**Met1 routing**

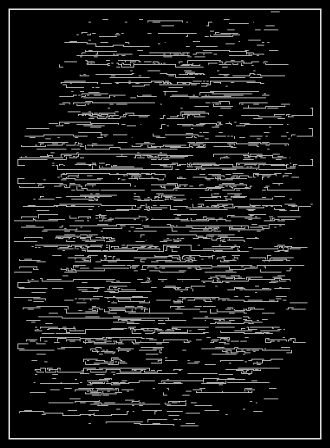
**M2 wires**

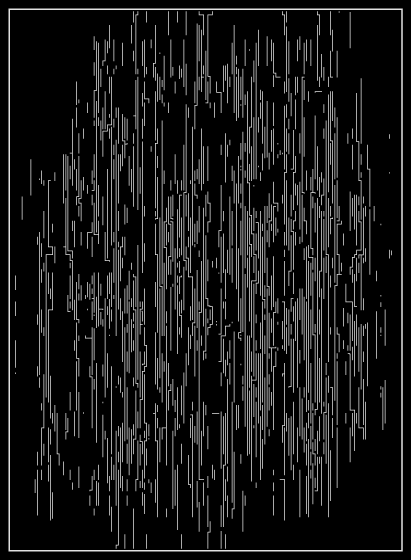
**Met3 routing**

The bar under the picture is 20 um long. Cells faint in the background.
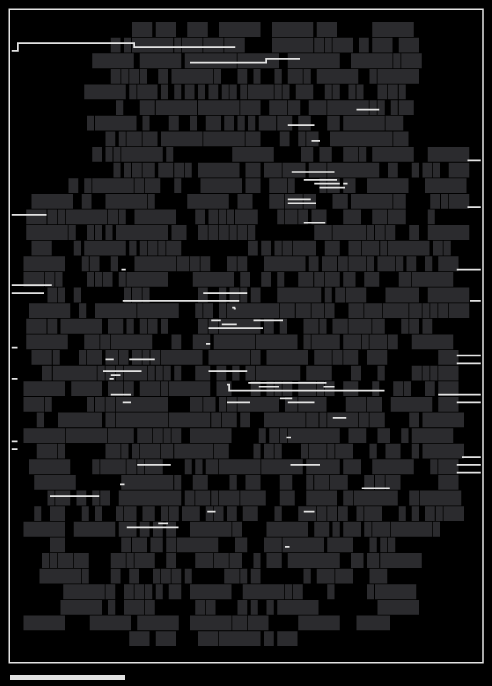
**M4 wires**

The bar under the picture is 20 um long.
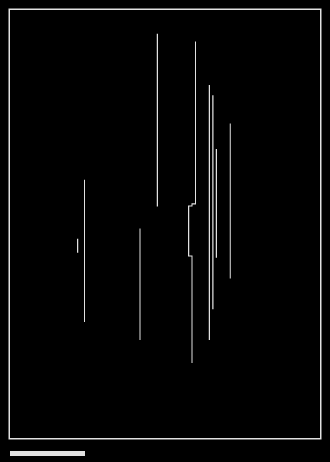
==> config.mk <==
export PLATFORM = sky130hd
export DESIGN_NAME = boot_loader
export DESIGN_NICKNAME = d
export VERILOG_FILES = /design/src/rtl/boot_loader.sv
export SDC_FILE = /design/constraint.sdc
export NUM_CORES = 1
export LEC_CHECK = 0
export CORE_ASPECT_RATIO = 1.4
export CORE_MARGIN = 2
export CORE_UTILIZATION = 52
export DETAILED_ROUTE_END_ITERATION = 12
export PLACE_DENSITY = 0.72
export SYNTH_ARGS = -nofsm -noshare
export SYNTH_HDL_FRONTEND = slang
export SYNTH_SLANG_ARGS = --single-unit
==> constraint.sdc <==
create_clock -name i_clk -period 2.15 [get_ports i_clk]
set_input_delay 0.3225 -clock i_clk [delete_from_list [all_inputs] [get_ports i_clk]]
set_output_delay 0.3225 -clock i_clk [all_outputs]
set_load 0.02 [all_outputs]
==> results_slide.txt <==
Implementation Results

Synthesis
  • Seq share, synth: 0.4491
  • Number of enable flip-flop cells: 0
  • Net Count, Synth: 582
  • Unique cell types: around 52
  • Syn avg cell area: between 7 and 8 sq um

Route
  • DR WL/cell: 15.12 um

Placed design
  • Placed Cells incl. Taps: 729
  • Pre-CTS setup slack: -0.1817 ns

Run
  • Log Warnings: 31
  • Max-cap check violation count: 0

Timing
  • # setup viols final: 0
  • Slew at the pin closest to its max-slew limit: roughly 1.0 ns
  • Fin Hold WS: between 0.4 and 0.5 ns
  • RSZ-0062 raised after global routing: yes
  • Fmax: between 400 and 500 MHz
  • Max transition margin: 0.3106

Global routing
  • Largest net degree at the start of global routing: just over 100
  • Vias in the first global route: between 3000 and 4000
  • First-pass GRT wire length: between 15000 and 20000 um
  • Initial antenna violation count: 0
  • Total gr overflow: 0

Cells and area
  • Fraction of layout cells with a size suffix above 1: 0.1417
  • Final nets: approximately 650
  • Gate Area: around 2400 sq um
  • ANT cells: 0
  • Fillers: about 700
  • Final core utilization: 0.6732

Clock network
  • CTS tree: yes
  • CTS clk-pin slew, worst paths: 0.07 ns
  • CTS max path bufs: 2

Floorplan
  • FP Util: 0.5271
  • Core Region: 8458 sq um

Run status
  • Status: finished, final reports clean

Min path
  • Worst min-delay path category: flop to flop

Pwr
  • P_leak: ~2.1 nW

Critical path
  • Nature of the critical path endpoint: flop
  • CP Launch Type: flop
Notes on 'met1 routing' above:
nets with wire on the layer	592
share of all routed wire	41%
wire length on this layer	4660 um
main direction	horizontal
longest straight run	30.4 um
GR Layer Usage met1: 0.3046
Via Count: 4208

Notes on 'M2 wires' above:
share of all routed wire	52%
longest straight run	44.4 um
wire length on this layer	5910 um
nets with wire on the layer	533
Total Wirelength: 11300 um
routing usage on met2: 0.4409

Notes on 'met3 routing' above:
main direction	horizontal
wire length on this layer	327 um
share of all routed wire	2.9%
met3 usage in global routing: 0.03560

Notes on 'M4 wires' above:
share of all routed wire	3.5%
longest straight run	67.3 um

[worst register-to-register path, delay by kind of cell, from the launching register on]
family | cells | cell delay (ns)
AND-OR/OR-AND | 4 | 0.76
buffers and inverters | 1 | 0.19
AND/OR/NAND/NOR | 2 | 0.72
flip-flops | 1 | 0.31
[cells by family after synthesis]
logic type                 share of synthesized area
buffers and inverters                        0.04238
muxes                                       0.008982
adders and majority gates                    0.01684
xor gates and xnor gates                     0.04912
AOI/OAI and AO/OA                             0.1664
DFF                                           0.4491
and+or+nand+nor                               0.2672
[layer usage]
layer	GRT usage	share of wire	vias up
met5	0	0	-
met4	0.1333	0.035	0
met3	0.03560	0.029	24
met2	0.4409	0.52	95
met1	0.3046	0.41	1998
li1	-	-	2091
[where the power goes]
part           internal, mW  switching (mW)
logic                0.0398          0.0799
clock network          1.05           0.699
registers              1.86         0.00846
[cell usage in the layout, fill, tap and decap left out, drive strengths merged, types with 2 or more instances in the layout]
master / count
nand2: 132
dfxtp: 100
a21oi: 84
buf: 52
nor2: 40
clkdlybuf4s50: 38
nand3: 25
xor2: 16
o21ai: 16
nor3: 14
inv: 11
nand4: 11
clkbuf: 10
xnor2: 9
nor4: 8
a22oi: 7
ha: 6
nand2b: 5
or3: 5
mux2i: 4
nor3b: 4
nor2b: 3
a211o: 3
a31oi: 3
clkinvlp: 3
and3: 3
or4: 2
nand3b: 2
o31ai: 2
bufinv: 2
and2: 2
[what timing repair did]
action | CTS | global route
hold endpoints to repair | 0 | 0
gates resized | 14 | 11
hold buffers | 0 | 0
setup endpoints to repair | 23 | 25
pin swaps | 9 | 6
buffers inserted | 1 | 1
[Yosys cell counts (2+ instances only)]
cell type / number
nand2_1: 132
dfxtp_1: 100
a21oi_1: 84
nor2_1: 40
clkbuf_1: 31
nand3_1: 25
xor2_1: 16
nor3_1: 14
o21ai_0: 13
inv_1: 11
nand4_1: 11
xnor2_1: 9
nor4_1: 8
a22oi_1: 7
ha_1: 6
nand2b_1: 5
or3_1: 5
buf_1: 4
mux2i_1: 4
a211o_1: 3
a31oi_1: 3
and3_1: 3
nor2b_1: 3
nor3b_1: 3
o21ai_1: 3
and2_1: 2
nand3b_1: 2
o31ai_1: 2
[stage by stage]
| step | TNS, ns | cell area (sq um) |
|---|---|---|
| 6_report | 0 | 5694 |
| 3_5_place_dp | -2.311 | 5231 |
| 3_3_place_gp | -1.956 | 5231 |
| 4_1_cts | 0 | 5623 |
| 2_1_floorplan | 0 | 4473 |
| 5_1_grt | -0.09442 | 5694 |
[area by class of cell]
| class | count | area share |
|---|---|---|
| Inverter | 11 | 0.007251 |
| Timing Repair Buffer | 90 | 0.1435 |
| Clock inverter | 6 | 0.01538 |
| Tap cell | 105 | 0.02307 |
| Clock buffer | 10 | 0.04197 |
| Sequential cell | 100 | 0.3524 |
| Multi-Input combinational cell | 425 | 0.4164 |
Power figures rest on the tool's default switching activity, not on a simulated workload.
